<file path="config.mk">
export PLATFORM = sky130hd
export DESIGN_NAME = dma_desc_queue
export DESIGN_NICKNAME = d
export VERILOG_FILES = /design/src/rtl/dma_desc_queue.sv
export SDC_FILE = /design/constraint.sdc
export NUM_CORES = 1
export LEC_CHECK = 0
export CORE_MARGIN = 1
export CORE_UTILIZATION = 60
export CTS_CLUSTER_SIZE = 40
export DETAILED_ROUTE_END_ITERATION = 8
export PLACE_DENSITY = 0.87
export SYNTH_ARGS = -nofsm -noshare
export SYNTH_HDL_FRONTEND = slang
export SYNTH_SLANG_ARGS = --single-unit
</file>
<file path="constraint.sdc">
create_clock -name clk -period 3.2 [get_ports clk]
set_input_delay 0.64 -clock clk [delete_from_list [all_inputs] [get_ports clk]]
set_output_delay 0.64 -clock clk [all_outputs]
set_load 0.005 [all_outputs]
</file>
<file path="src/rtl/dma_desc_queue.sv">
// Descriptor FIFO feeding a single-byte DMA engine through an IDLE/LOAD/ISSUE/WAIT sequencer.
// Optional build macro DMA_DESC_TIMEOUT_EN adds a WAIT watchdog and the err output.
module dma_desc_queue #(
    parameter int DEPTH = 4
) (
    input  logic       clk,
    input  logic       rst_n,
    input  logic       desc_valid,
    output logic       desc_ready,
    input  logic [3:0] desc_src,
    input  logic [3:0] desc_dst,
    input  logic [3:0] desc_len,
    output logic       dma_start,
    output logic [3:0] dma_src_addr,
    output logic [3:0] dma_dst_addr,
    input  logic       dma_done,
    output logic       desc_done,
    output logic [3:0] fifo_level,
`ifdef DMA_DESC_TIMEOUT_EN
    output logic       err,
`endif
    output logic       busy
);

    localparam int         PTR_W    = $clog2(DEPTH);
    localparam logic [3:0] FULL_LVL = 4'(DEPTH);

    typedef struct packed {
        logic [3:0] src;
        logic [3:0] dst;
        logic [3:0] len;
    } desc_t;

    typedef enum logic [1:0] {IDLE, LOAD, ISSUE, WAIT} state_t;

    desc_t              mem_q [DEPTH];
    desc_t              head;
    logic [PTR_W-1:0]   wr_ptr_q, wr_ptr_d;
    logic [PTR_W-1:0]   rd_ptr_q, rd_ptr_d;
    logic [3:0]         count_q, count_d;
    state_t             state_q, state_d;
    logic [3:0]         src_q, src_d;
    logic [3:0]         dst_q, dst_d;
    logic [4:0]         rem_q, rem_d;
    logic               dma_start_q, dma_start_d;
    logic               desc_done_q, desc_done_d;
    logic               push, pop;
`ifdef DMA_DESC_TIMEOUT_EN
    logic [3:0]         wd_q, wd_d;
    logic               err_q, err_d;
`endif

    // Ready comes from the registered level only, so a same-cycle pop never frees a slot early.
    assign desc_ready = (count_q != FULL_LVL);
    assign push       = desc_valid && desc_ready;
    assign pop        = (state_q == IDLE) && (count_q != 4'd0);
    assign head       = mem_q[rd_ptr_q];

    // NOTE: descriptor storage has no reset; the pointers and level alone define what is valid.
    always_ff @(posedge clk) begin
        if (push) begin
            mem_q[wr_ptr_q] <= '{src: desc_src, dst: desc_dst, len: desc_len};
        end
    end

    always_comb begin
        // NOTE: every signal gets a default first so no path through the case leaves it unassigned.
        wr_ptr_d    = push ? wr_ptr_q + 1'b1 : wr_ptr_q;
        rd_ptr_d    = pop ? rd_ptr_q + 1'b1 : rd_ptr_q;
        count_d     = count_q;
        state_d     = state_q;
        src_d       = src_q;
        dst_d       = dst_q;
        rem_d       = rem_q;
        dma_start_d = 1'b0;
        desc_done_d = 1'b0;
`ifdef DMA_DESC_TIMEOUT_EN
        wd_d        = wd_q;
        err_d       = 1'b0;
`endif
        case ({push, pop})
            2'b10:   count_d = count_q + 4'd1;
            2'b01:   count_d = count_q - 4'd1;
            default: count_d = count_q;
        endcase

        case (state_q)
            IDLE: begin
                if (pop) begin
                    src_d   = head.src;
                    dst_d   = head.dst;
                    rem_d   = {1'b0, head.len} + 5'd1;
                    state_d = LOAD;
                end
            end
            LOAD: begin
                state_d     = ISSUE;
                dma_start_d = 1'b1;
            end
            ISSUE: begin
                // A done pulse here belongs to nothing in flight and is ignored.
                state_d = WAIT;
`ifdef DMA_DESC_TIMEOUT_EN
                wd_d    = 4'd0;
`endif
            end
            WAIT: begin
                if (dma_done) begin
                    if (rem_q == 5'd1) begin
                        desc_done_d = 1'b1;
                        state_d     = IDLE;
                    end else begin
                        rem_d       = rem_q - 5'd1;
                        src_d       = src_q + 4'd1;
                        dst_d       = dst_q + 4'd1;
                        state_d     = ISSUE;
                        dma_start_d = 1'b1;
                    end
                end
`ifdef DMA_DESC_TIMEOUT_EN
                // wd_q == 14 means this is the 15th WAIT cycle without a completion.
                else if (wd_q == 4'd14) begin
                    err_d   = 1'b1;
                    state_d = IDLE;
                end else begin
                    wd_d = wd_q + 4'd1;
                end
`endif
            end
            default: state_d = IDLE;
        endcase
    end

    // NOTE: state registers use non-blocking assignments so every flop samples pre-edge values.
    always_ff @(posedge clk or negedge rst_n) begin
        if (!rst_n) begin
            wr_ptr_q    <= '0;
            rd_ptr_q    <= '0;
            count_q     <= 4'd0;
            state_q     <= IDLE;
            src_q       <= 4'd0;
            dst_q       <= 4'd0;
            rem_q       <= 5'd0;
            dma_start_q <= 1'b0;
            desc_done_q <= 1'b0;
`ifdef DMA_DESC_TIMEOUT_EN
            wd_q        <= 4'd0;
            err_q       <= 1'b0;
`endif
        end else begin
            wr_ptr_q    <= wr_ptr_d;
            rd_ptr_q    <= rd_ptr_d;
            count_q     <= count_d;
            state_q     <= state_d;
            src_q       <= src_d;
            dst_q       <= dst_d;
            rem_q       <= rem_d;
            dma_start_q <= dma_start_d;
            desc_done_q <= desc_done_d;
`ifdef DMA_DESC_TIMEOUT_EN
            wd_q        <= wd_d;
            err_q       <= err_d;
`endif
        end
    end

    assign dma_start    = dma_start_q;
    assign dma_src_addr = src_q;
    assign dma_dst_addr = dst_q;
    assign desc_done    = desc_done_q;
    assign fifo_level   = count_q;
    assign busy         = (state_q != IDLE) || (count_q != 4'd0);
`ifdef DMA_DESC_TIMEOUT_EN
    assign err          = err_q;
`endif

endmodule

</file>
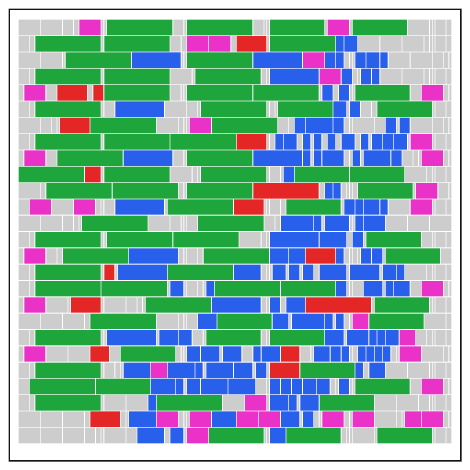
(run_1/placement_by_type.png)
Drawn at 6 px/µm. Fill, decap, tap and diode cells in grey.
class	colour	cells	share of their area
combinational and other logic	blue	136	29%
clock drivers and dummy loads	red	16	5.9%
flops	green	73	56%
other buffers and delay cells	magenta	35	9.2%
area of all placed cells without fillers: 3797 µm²
Std-Cell Rows: 26
Seq area share: 54.43%

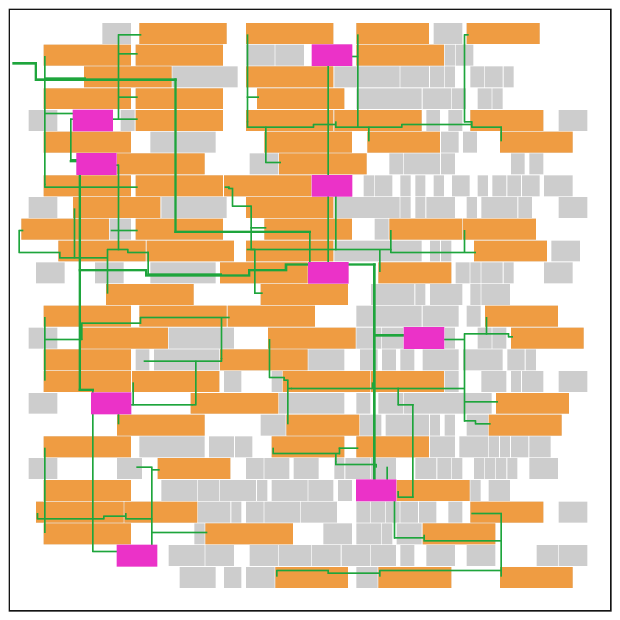
(run_1/clk_routes.png)
Drawn at 8 px/µm.
[clock drivers] magenta | count: 9
[flip-flops] orange | count: 73
[clock wires] green | length: 781 µm
flops lie	spread over the die
clock network power: 0.000775 W
clock latency at the later pin of the worst-skew pair: 0.34 ns
clock share of power: 24.7%

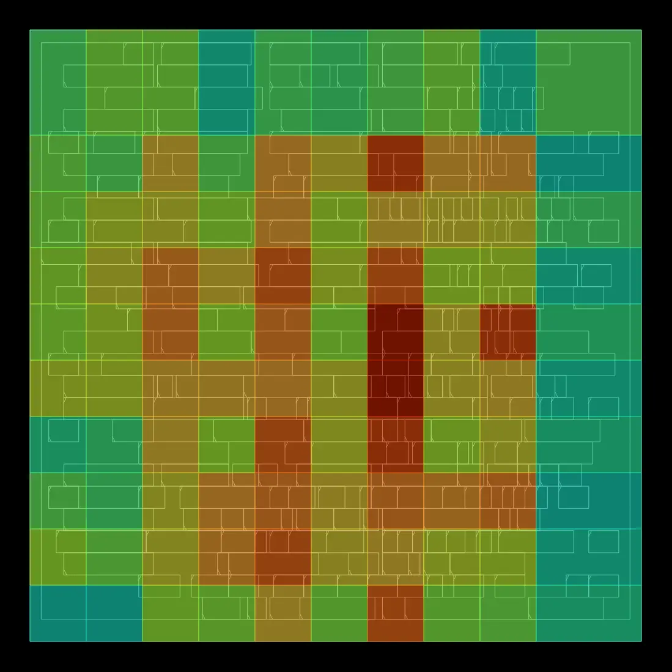
(run_1/congestion.png)
mean routed wirelength per cell: 15.94 µm
busiest layer in global routing: met2
met1 routing resource usage after global routing: 29.44%
global routing usage on met3: 4.552%

==> run_results.csv, run 1 <==
group,metric,value,unit
outcome,result_of_the_run,"finished, final reports clean",
global_routing,congestion_overflow_gr,0,
synth,yosys_warnings,0,
timing,min_period,2.507,ns
synth,synth.cells.most_frequent,"sky130_fd_sc_hd__edfxtp_1, sky130_fd_sc_hd__dfrtp_1, sky130_fd_sc_hd__nand2_1",
finish,register_area,2067,µm²
synth,flop_cell,"sky130_fd_sc_hd__edfxtp_1",
power_and_ir_drop,top_power_group,"registers",
detailed_routing,highest_layer,"met4",
worst_setup_path,timing.critical_path.buf_inv,0,
detailed_routing,routed_wl,5.260,mm
timing,fin_setup_tns,0,ns
die,floorplan.initialDensity,62.62,%
finish,top_area_cell_class,"flip-flops and latches",
timing,hold_slack,0.5393,ns
finish,fillers,326,
die,floorplan.io_pins,32,
worst_hold_path,hold_path_class,"reg2reg",
synth,synth.mux.area_fraction,9.781,%
finish,finish.utilization,74.35,%
timing,period_used_share,78.33,%
power_and_ir_drop,p_seq,0.00147,W
job,max_cap_violations,0,
finish,flow.area_growth_from_synthesis,18.74,%
clock_network,tritoncts_clock_tree,"done",
global_routing,vias_in_the_first_global_route,1733,
finish,reg_top3,"mem_q x48, rem_q x5",
power_and_ir_drop,power.internal,0.002189,W
timing,grt_setup_unrepaired,"no",
synth,post_synth_edffs,48,
global_routing,gr-usage-met2,33.73,%
worst_setup_path,timing_worst_setup_path_type,"reg2reg",
placed_design,placed_cells_incl_taps,314,
synth,yosys.area_share.adder,4.695,%
worst_setup_path,critical_path.endpoint,"fifo_level[2]",
power_and_ir_drop,power.leakage,1.437,nW
power_and_ir_drop,power.switching,0.0009533,W
finish,num-multi-input-gates,129,
worst_setup_path,worst_r2r_path_depth,9,
global_routing,grt_use_total,21.88,%
synth,yosys_register_bits,73,
worst_setup_path,worst_ep_required_time,3.43,ns
worst_setup_path,regToRegSetupSlack,0.69,ns
finish,invs_w_o_clock,7,
finish,post_route_cells_drive_above_1_share,14.62,%
synth,fraction_of_synthesized_cell_area_in_xor_and_xnor_cells,3.013,%
clock_network,post_cts_resized,0,
die,die_w,75.01,µm
finish,final_net_count,283,
power_and_ir_drop,vdd.ir_drop.worst,0.4259,mV
detailed_routing,num_vias,1846,
worst_setup_path,timing.rr.start,"fifo_level[1]",
synth,netlist.top_cell.by_area,"sky130_fd_sc_hd__edfxtp_1",
finish,layout.cells.most_common,"sky130_fd_sc_hd__edfxtp_1",
synth,synth.yosys.num_cells,218,
synth,yosys_top_cell_by_instances,"sky130_fd_sc_hd__edfxtp_1",
timing,worstMarginPinSlew,0.7410,ns
power_and_ir_drop,sequentialPowerShare,46.9,%
finish,antenna_cells_inserted,0,
detailed_routing,detail_route.first_pass.iterations,4,
synth,synthAoiAreaFrac,5.908,%
placed_design,portBuffers,31,
finish,multiInputGateArea,1057,µm²
synth,synthTopLogicFamily,"multiplexers",
clock_network,path_clk_slew,0.08,ns
worst_hold_path,whs_endpoint,"fifo_level[3]",
worst_setup_path,crit_cells,9,
finish,ff_count,73,
clock_network,cts_max_level,3,
worst_setup_path,critPathMaxFanout,10,
die,placeableCoreArea,5107,µm²
clock_network,cts_hold_buffers_added,0,
synth,ys_seq_share,64.63,%
finish,layout.cells.most_common_list,"sky130_fd_sc_hd__edfxtp_1, sky130_fd_sc_hd__clkdlybuf4s50_1, sky130_fd_sc_hd__dfrtp_1",
detailed_routing,drt_first_iter_violations,102,
global_routing,grt_pass1_wl,8.514,mm
synth,syn_area,3198,µm²
timing,max-slew-margin-rel,50.22,%
worst_setup_path,worstSetupStartpointType,"flip-flop",
detailed_routing,route.detailed.drc,0,
clock_network,clock-root-buffer,"sky130_fd_sc_hd__clkbuf_8",
synth,yosys-top-cells-area,"sky130_fd_sc_hd__edfxtp_1, sky130_fd_sc_hd__dfrtp_1, sky130_fd_sc_hd__mux4_2",
detailed_routing,antenna_violating_nets_post_route,0,
worst_setup_path,cp_top_delay_family,"simple AND/OR/NAND/NOR gates",
clock_network,tritoncts.num_buffers,9,
synth,syn_inst,218,
==> run 2, diff against run 1 <==
Settings changed: CORE_UTILIZATION 60 to 51, PLACE_DENSITY 0.87 to 0.79.
Clock period 3.2 ns to 2.2 ns, I/O delays scaled along.
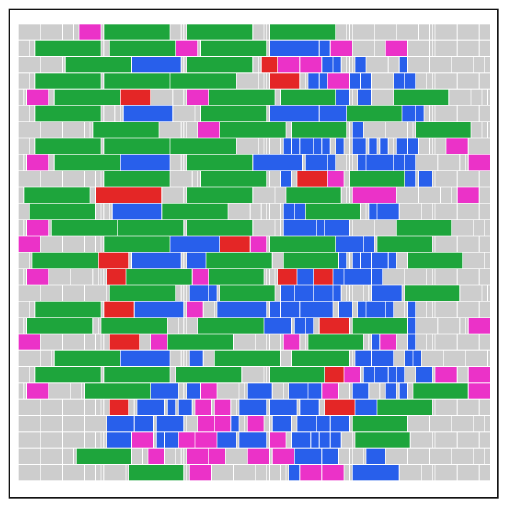
(run_2/placement_by_type.png)
Drawn at 6 px/µm. Fill, decap, tap and diode cells in grey.
class	colour	cells	share of their area
other buffers and delay cells	magenta	51	12%
clock drivers and dummy loads	red	16	5.3%
flops	green	73	54%
combinational and other logic	blue	136	29%
area of all placed cells without fillers: 3958 µm²
final core occ: 66.06%
Std-Cell Rows: 28
Floorplan Core Area: 5991 µm²

==> run 2 against run 1 <==
Clock skew shrank 0.00056 ns. Critical path type is now reg2out. Critical path depth fell by 5. Largest cell class unchanged. Via count grew 4.1%. Synthesized cell count stayed put. Sequential cell count did not move. Non-clock buffer count up 16.
==> run_results.csv, run 2 <==
group,metric,value,unit
worst_setup_path,worstSetupStartpointType,"flip-flop",
timing,period_used_share,97.70,%
finish,invs_w_o_clock,7,
global_routing,gr-max-usage-layer,"met2",
worst_setup_path,timing_worst_setup_path_type,"reg2out",
global_routing,vias_in_the_first_global_route,1862,
global_routing,grt_pass1_wl,8.894,mm
die,die_w,81.19,µm
power_and_ir_drop,power.leakage,1.521,nW
timing,min_period,2.149,ns
worst_setup_path,critPathMaxFanout,5,
power_and_ir_drop,p_seq,0.00213,W
finish,final_net_count,299,
detailed_routing,detail_route.first_pass.iterations,4,
synth,post_synth_edffs,48,
detailed_routing,route.detailed.drc,0,
global_routing,gr-usage-met2,27.73,%
finish,multiInputGateArea,1091,µm²
synth,netlist.top_cell.by_area,"sky130_fd_sc_hd__edfxtp_1",
synth,yosys-top-cells-area,"sky130_fd_sc_hd__edfxtp_1, sky130_fd_sc_hd__dfrtp_1, sky130_fd_sc_hd__mux4_2",
worst_setup_path,regToRegSetupSlack,0.13,ns
global_routing,grt_use_met1,25.89,%
finish,fillers,411,
power_and_ir_drop,sequentialPowerShare,45.4,%
finish,post_route_cells_drive_above_1_share,22.10,%
power_and_ir_drop,power.internal,0.003198,W
placed_design,portBuffers,31,
finish,layout.cells.most_common_list,"sky130_fd_sc_hd__edfxtp_1, sky130_fd_sc_hd__clkdlybuf4s50_1, sky130_fd_sc_hd__dfrtp_1",
worst_setup_path,critical_path.endpoint,"desc_ready",
synth,fraction_of_synthesized_cell_area_in_xor_and_xnor_cells,3.013,%
worst_hold_path,hold_path_class,"in2async",
synth,flop_cell,"sky130_fd_sc_hd__edfxtp_1",
synth,synth.cells.most_frequent,"sky130_fd_sc_hd__edfxtp_1, sky130_fd_sc_hd__dfrtp_1, sky130_fd_sc_hd__nand2_1",
power_and_ir_drop,clk-power,0.00108,W
outcome,result_of_the_run,"finished, final reports clean",
synth,yosys_warnings,0,
power_and_ir_drop,clkPwrFrac,23.0,%
global_routing,grt_use_total,18.66,%
==> run 3, diff against run 2 <==
Settings changed: CTS_CLUSTER_SIZE 40 to 14.
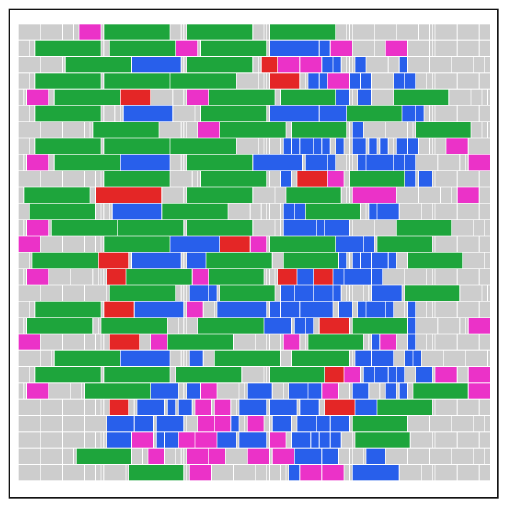
(run_3/placement_by_type.png)
Drawn at 6 px/µm. Fill, decap, tap and diode cells in grey.
class	colour	cells	share of their area
combinational and other logic	blue	136	29%
other buffers and delay cells	magenta	51	12%
flops	green	73	54%
clock drivers and dummy loads	red	16	5.3%
Seq area share: 52.26%

==> run 3 against run 2 <==
Clock skew did not move. Count of clock-buffer cells in the layout did not move. Critical path depth did not move. Synthesized area did not move. Die area did not move.
==> run_results.csv, run 3 <==
group,metric,value,unit
timing,hold_slack,0.4525,ns
finish,invs_w_o_clock,7,
die,placeableCoreArea,5991,µm²
synth,synth.cells.most_frequent,"sky130_fd_sc_hd__edfxtp_1, sky130_fd_sc_hd__dfrtp_1, sky130_fd_sc_hd__nand2_1",
worst_setup_path,timing_worst_setup_path_type,"reg2out",
finish,post-route-cell-area,3958,µm²
finish,post_route_cells_drive_above_1_share,22.10,%
worst_setup_path,timing.critical_path.buf_inv,2,
finish,layout.cells.most_common_list,"sky130_fd_sc_hd__edfxtp_1, sky130_fd_sc_hd__clkdlybuf4s50_1, sky130_fd_sc_hd__dfrtp_1",
worst_setup_path,critPathMaxFanout,5,
die,floorplan.initialDensity,53.38,%
timing,max-slew-margin-rel,66.69,%
power_and_ir_drop,power.leakage,1.521,nW
clock_network,post_cts_resized,0,
detailed_routing,num_vias,1922,
global_routing,vias_in_the_first_global_route,1862,
worst_setup_path,timing.rr.start,"fifo_level[0]",
finish,multiInputGateArea,1091,µm²
timing,period_used_share,97.70,%
detailed_routing,routed_wl,5.378,mm
finish,flow.area_growth_from_synthesis,23.75,%
worst_hold_path,hold_path_class,"in2async",
die,die_w,81.19,µm
worst_setup_path,worstSetupStartpointType,"flip-flop",
power_and_ir_drop,clk-power,0.00108,W
synth,synthTopLogicFamily,"multiplexers",
detailed_routing,highest_layer,"met4",
finish,register_area,2068,µm²
power_and_ir_drop,power.switching,0.001483,W
power_and_ir_drop,p_seq,0.00213,W
outcome,result_of_the_run,"finished, final reports clean",
job,max_cap_violations,0,
power_and_ir_drop,vdd.ir_drop.worst,0.5772,mV
synth,post_synth_edffs,48,
clock_network,path_clk_slew,0.08,ns
synth,flop_cell,"sky130_fd_sc_hd__edfxtp_1",
die,rows,28,
worst_setup_path,cp_top_delay_family,"buffers and inverters",
clock_network,clock-root-buffer,"sky130_fd_sc_hd__clkbuf_8",
synth,syn_inst,218,
global_routing,gr-usage-met3,5.169,%
finish,antenna_cells_inserted,0,
global_routing,grt_pass1_wl,8.894,mm
worst_setup_path,worst_ep_required_time,1.76,ns
finish,num-multi-input-gates,129,
synth,synthAoiAreaFrac,5.908,%
global_routing,grt_use_met1,25.89,%
synth,yosys_register_bits,73,
detailed_routing,detail_route.first_pass.iterations,4,
placed_design,placed_cells_incl_taps,333,
worst_setup_path,regToRegSetupSlack,0.13,ns
clock_network,tritoncts.num_buffers,9,
global_routing,congestion_overflow_gr,0,
timing,min_period,2.149,ns
synth,ys_seq_share,64.63,%
synth,syn_area,3198,µm²
global_routing,gr-max-usage-layer,"met2",
finish,final_net_count,299,
synth,yosys-top-cells-area,"sky130_fd_sc_hd__edfxtp_1, sky130_fd_sc_hd__dfrtp_1, sky130_fd_sc_hd__mux4_2",
worst_setup_path,worst_r2r_path_depth,11,
finish,top_area_cell_class,"flip-flops and latches",
clock_network,tritoncts_clock_tree,"done",
power_and_ir_drop,clkPwrFrac,23.0,%
synth,synth.mux.area_fraction,9.781,%
timing,fin_setup_tns,0,ns
synth,netlist.top_cell.by_area,"sky130_fd_sc_hd__edfxtp_1",
worst_setup_path,crit_cells,4,
placed_design,portBuffers,31,
die,floorplan.io_pins,32,
detailed_routing,route.detailed.drc,0,
power_and_ir_drop,top_power_group,"registers",
worst_setup_path,critical_path.endpoint,"desc_ready",
power_and_ir_drop,sequentialPowerShare,45.4,%
clock_network,cts_hold_buffers_added,0,
detailed_routing,drt_first_iter_violations,102,
synth,yosys.area_share.adder,4.695,%
synth,yosys_top_cell_by_instances,"sky130_fd_sc_hd__edfxtp_1",

==> notes/layouts.md <==
Pictures saved along the way, in no particular order.

Sequential cells grouped by signal name.
Drawn at 6 px/µm. Other sequential cells in the stronger grey, the rest of the logic in the fainter grey.
image #1
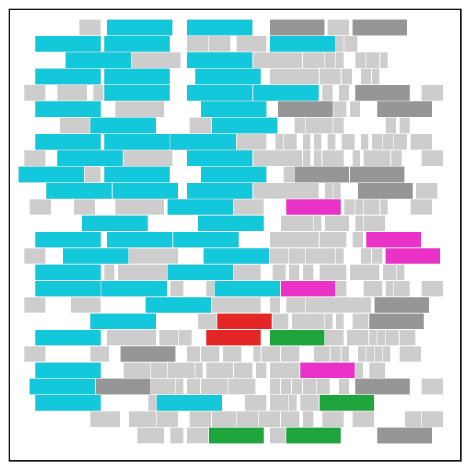
image #2
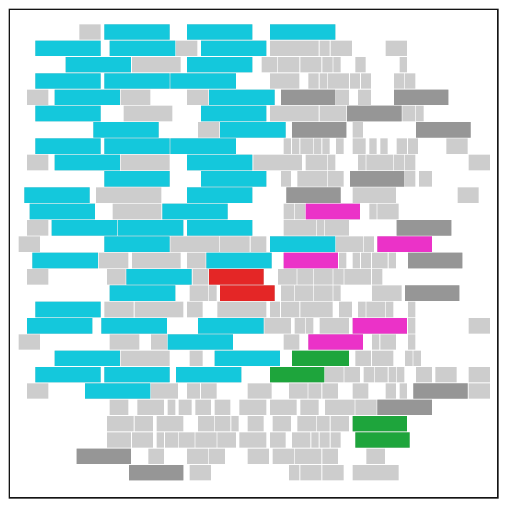
Of these, largest die: image #2
Run 3 is image #2.
Run 1 is image #1.

Power figures rest on the tool's default switching activity, not on a simulated workload.
